**Routed clock nets over the placement**

Scale: 4 px per um.
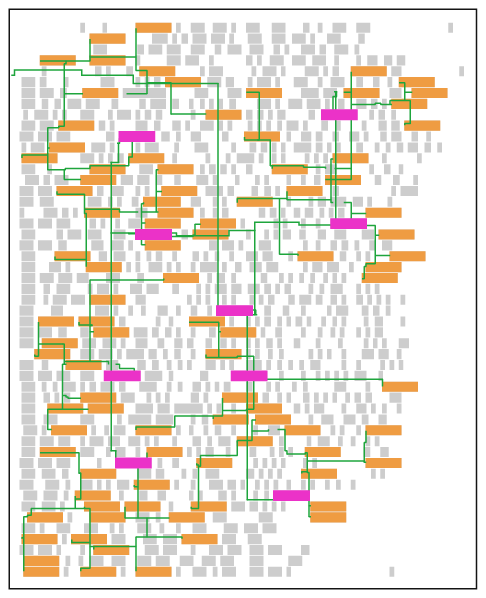
**Sequential cells colored by netlist name**

Scale: 3 px per um. Other sequential cells in the stronger gray, the rest of the logic in the fainter gray.
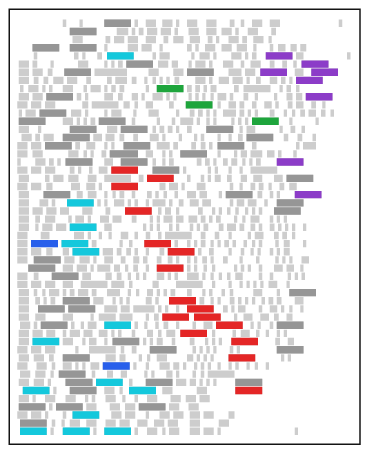
**Floorplan with the power grid**

Scale: 2 px per um. Pins as bars on the die edge.
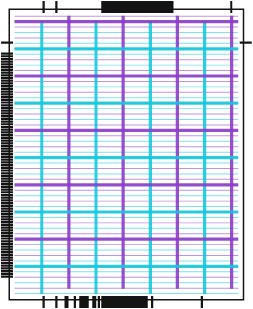
File: config.mk
export PLATFORM = sky130hd
export DESIGN_NAME = udp_tx_arbiter
export DESIGN_NICKNAME = d
export VERILOG_FILES = /design/src/rtl/udp_tx_arbiter.sv
export SDC_FILE = /design/constraint.sdc
export NUM_CORES = 1
export LEC_CHECK = 0
export ABC_AREA = 1
export CAP_MARGIN = 5
export CELL_PAD_IN_SITES_DETAIL_PLACEMENT = 1
export CELL_PAD_IN_SITES_GLOBAL_PLACEMENT = 1
export CORE_ASPECT_RATIO = 1.25
export CORE_MARGIN = 2
export CORE_UTILIZATION = 37
export DETAILED_ROUTE_END_ITERATION = 6
export MAX_ROUTING_LAYER = met4
export PLACE_DENSITY = 0.84
export SYNTH_ARGS = -nofsm -noshare
export SYNTH_HDL_FRONTEND = slang
export SYNTH_SLANG_ARGS = --single-unit
File: constraint.sdc
create_clock -name sys_clk -period 9.5 [get_ports sys_clk]
set_clock_uncertainty 0.2 [all_clocks]
set_input_delay 1.425 -clock sys_clk [delete_from_list [all_inputs] [get_ports sys_clk]]
set_output_delay 1.425 -clock sys_clk [all_outputs]
set_load 0.005 [all_outputs]
File: src/rtl/udp_tx_arbiter.sv
// rtl/udp_tx_arbiter.sv - two-channel round-robin UDP payload arbiter in front of eth_mac
//
// Grants one of two byte-wide payload streams at a time onto the eth_mac input,
// drives the per-frame UDP/IP header fields for the granted frame, checks the
// payload length against tlast and enforces an inter-frame gap between grants.
//
// Ports:
//   sys_clk, rst                        clock, asynchronous active-high reset
//   chN_tdata/tvalid/tlast/tready       payload stream from channel N (tvalid doubles as request)
//   chN_len, chN_dst_port               frame length and destination port, sampled at grant
//   m_axis_tdata/tvalid/tlast/tuser     stream to eth_mac (tuser tied low)
//   m_axis_tready                       backpressure from eth_mac
//   IP_TotLen, UDP_TotLen               len+28 / len+8, held for the frame
//   UDP_SrcPort, UDP_DestPort           SRC_PORT_BASE+channel / sampled destination port
//   busy, grant, len_err                not-idle flag, granted channel, length error pulse
`timescale 1ns/1ps
module udp_tx_arbiter #(
    parameter logic [15:0] SRC_PORT_BASE = 16'd5000,
    parameter int          HDR_SETUP     = 4,
    parameter int          IFG_CYCLES    = 64,
    parameter int          MAX_LEN       = 1472
) (
    input  logic        sys_clk,
    input  logic        rst,
    input  logic [7:0]  ch0_tdata,
    input  logic        ch0_tvalid,
    input  logic        ch0_tlast,
    output logic        ch0_tready,
    input  logic [15:0] ch0_len,
    input  logic [15:0] ch0_dst_port,
    input  logic [7:0]  ch1_tdata,
    input  logic        ch1_tvalid,
    input  logic        ch1_tlast,
    output logic        ch1_tready,
    input  logic [15:0] ch1_len,
    input  logic [15:0] ch1_dst_port,
    output logic [7:0]  m_axis_tdata,
    output logic        m_axis_tvalid,
    output logic        m_axis_tlast,
    output logic        m_axis_tuser,
    input  logic        m_axis_tready,
    output logic [15:0] IP_TotLen,
    output logic [15:0] UDP_TotLen,
    output logic [15:0] UDP_SrcPort,
    output logic [15:0] UDP_DestPort,
    output logic        busy,
    output logic        grant,
    output logic        len_err
);

    typedef enum logic [2:0] {IDLE, SETUP, XFER, DRAIN, GAP} state_t;

    state_t      state;
    logic        rr_last;
    logic [15:0] len_q;
    logic [15:0] byte_cnt;
    logic [7:0]  cnt;

    logic [7:0]  sel_tdata;
    logic        sel_tvalid;
    logic        sel_tlast;
    logic        in_xfer;
    logic        last_beat;
    logic        src_ready;
    logic        m_hs;
    logic        win;
    logic [15:0] win_len;
    logic [15:0] win_dst;
    logic        len_bad;

    // Granted channel mux; grant is stable for the whole frame.
    assign sel_tdata  = grant ? ch1_tdata  : ch0_tdata;
    assign sel_tvalid = grant ? ch1_tvalid : ch0_tvalid;
    assign sel_tlast  = grant ? ch1_tlast  : ch0_tlast;

    assign in_xfer   = (state == XFER);
    assign last_beat = (byte_cnt == len_q - 16'd1);

    // Payload passes straight through; tlast is forced at the programmed length
    // and also follows an early source tlast.
    assign m_axis_tvalid = in_xfer & sel_tvalid;
    assign m_axis_tdata  = in_xfer ? sel_tdata : 8'd0;
    assign m_axis_tlast  = in_xfer & sel_tvalid & (last_beat | sel_tlast);
    assign m_axis_tuser  = 1'b0;
    assign m_hs          = m_axis_tvalid & m_axis_tready;

    // DRAIN accepts unconditionally so a discarded frame cannot block the arbiter.
    assign src_ready  = in_xfer ? m_axis_tready : (state == DRAIN);
    assign ch0_tready = src_ready & ~grant;
    assign ch1_tready = src_ready & grant;

    assign busy = (state != IDLE);

    // With both requesting, the channel that did not win last time goes next.
    assign win     = (ch0_tvalid & ch1_tvalid) ? ~rr_last : ch1_tvalid;
    assign win_len = win ? ch1_len : ch0_len;
    assign win_dst = win ? ch1_dst_port : ch0_dst_port;
    assign len_bad = (win_len == 16'd0) || (win_len > 16'(MAX_LEN));

    always_ff @(posedge sys_clk or posedge rst) begin
        if (rst) begin
            state        <= IDLE;
            rr_last      <= 1'b1;
            grant        <= 1'b0;
            len_err      <= 1'b0;
            IP_TotLen    <= 16'd0;
            UDP_TotLen   <= 16'd0;
            UDP_SrcPort  <= 16'd0;
            UDP_DestPort <= 16'd0;
            len_q        <= 16'd0;
            byte_cnt     <= 16'd0;
            cnt          <= 8'd0;
        end else begin
            len_err <= 1'b0;
            case (state)
                IDLE: begin
                    if (ch0_tvalid | ch1_tvalid) begin
                        grant    <= win;
                        rr_last  <= win;
                        len_q    <= win_len;
                        byte_cnt <= 16'd0;
                        cnt      <= 8'd0;
                        if (len_bad) begin
                            // Rejected frame: headers keep their previous values.
                            len_err <= 1'b1;
                            state   <= DRAIN;
                        end else begin
                            IP_TotLen    <= win_len + 16'd28;
                            UDP_TotLen   <= win_len + 16'd8;
                            UDP_SrcPort  <= SRC_PORT_BASE + {15'd0, win};
                            UDP_DestPort <= win_dst;
                            state        <= SETUP;
                        end
                    end
                end
                SETUP: begin
                    if (cnt == 8'(HDR_SETUP - 1)) begin
                        cnt   <= 8'd0;
                        state <= XFER;
                    end else begin
                        cnt <= cnt + 8'd1;
                    end
                end
                XFER: begin
                    if (m_hs) begin
                        byte_cnt <= byte_cnt + 16'd1;
                        if (last_beat) begin
                            // Source longer than declared: throw away the rest.
                            if (!sel_tlast) begin
                                len_err <= 1'b1;
                                state   <= DRAIN;
                            end else begin
                                state <= GAP;
                            end
                        end else if (sel_tlast) begin
                            len_err <= 1'b1;
                            state   <= GAP;
                        end
                    end
                end
                DRAIN: begin
                    if (sel_tvalid & sel_tlast) begin
                        state <= GAP;
                    end
                end
                GAP: begin
                    if (cnt == 8'(IFG_CYCLES - 1)) begin
                        cnt   <= 8'd0;
                        state <= IDLE;
                    end else begin
                        cnt <= cnt + 8'd1;
                    end
                end
                default: state <= IDLE;
            endcase
        end
    end

endmodule

==> out/qor.yml <==
route:
  routed_wl_um: 18910
  drc_errors: 0
  dr_total_vias: 5567
  wire_per_inst_um: 16.76
  ant_nets: 0
  vias_per_cell: 4.935
final_timing:
  period_needed_ns: 5.389
  fin_setup_tns_ns: 0
  worst_pin_slew_ns: 0.8580
  relSlewSlack_pct: 42.20
placed_design:
  io_buffers: 155
  placed_cells: 1112
  dpl_cell_area_mm2: 0.007440
worst_setup_path:
  reg2reg_setup_slack_ns: 5.21
  path_buffers: 4
  cp_cell_sequence: "clkdlybuf4s50_1 -> nand2_4 -> nand2_4 -> inv_2 -> or2_2 -> o21ai_0 -> ha_1 -> nand3_1 -> nor2_1 -> nand2_1 -> nor2_1 -> nor2_1 -> nand2_2 -> nor2_8 -> inv_2 -> buf_4 -> nand2_1 -> o21ai_2"
  crit_path_frequent_cell: "nor2_1"
  crit_family: "simple AND/OR/NAND/NOR gates"
pwr:
  p_comb_share_pct: 18.0
  power_density_mw_per_mm2: 128.4
final_layout:
  nFillCells: 1904
  nonClkBufAreaFrac_pct: 20.30
  area_growth_pct: 32.65
  final_cell_mix: "nand2_1, clkdlybuf4s50_1, dfrtp_1"
  inv_count: 79
  largest_cell_class: "combinational gates"
  drive_gt1_share_pct: 7.205
global_route:
  grt_overflow: 0
  grt_util_met1_pct: 25.63
outcome:
  outcome: "finished, final reports clean"
synth:
  top_logic_kind: "simple AND/OR/NAND/NOR gates"
  async_flop_share_pct: 100.0
  netlist_instances: 771
  syn_avg_cell_area_um2: 7.580
  xor_area_share_pct: 4.945
  synth_warnings: 0
  ys_top_cells_by_count: "nand2_1, dfrtp_1, inv_1, nor2_1, o21ai_0"
worst_hold_path:
  worstHoldPathCells: 2
  hold_path_end: "IP_TotLen[13]"
clock_network:
  root_buffer: "clkbuf_16"
About 'routed clock nets over the placement':
[flip-flops] orange | count: 94
[clock drivers] magenta | count: 9
[clock wires] green | length: 1350 um
routed clock nets: 10
clock share of power: 39.3%
Latency at later pin: 0.37 ns

About 'sequential cells colored by netlist name':
[state] green | placed flops: 3
[UDP_SrcPort] blue | placed flops: 2
[cnt] purple | placed flops: 8 | where: top right
[UDP_TotLen] cyan | placed flops: 14
[len_q] red | placed flops: 16
not colored: 51
register area: 0.002354 mm^2
P_seq: 425 uW
Seq/total area: 30.36%
Finished Core Util: 50.00%

About 'floorplan with the power grid':
[VSS] cyan
[VDD] purple
met5 straps: 10
signal pins: 167
met4 straps: 8
met1 rails: 52
die span in y: 144.5 um
VDD IR max: 65.17 uV

Power and IR drop assume default switching activity.
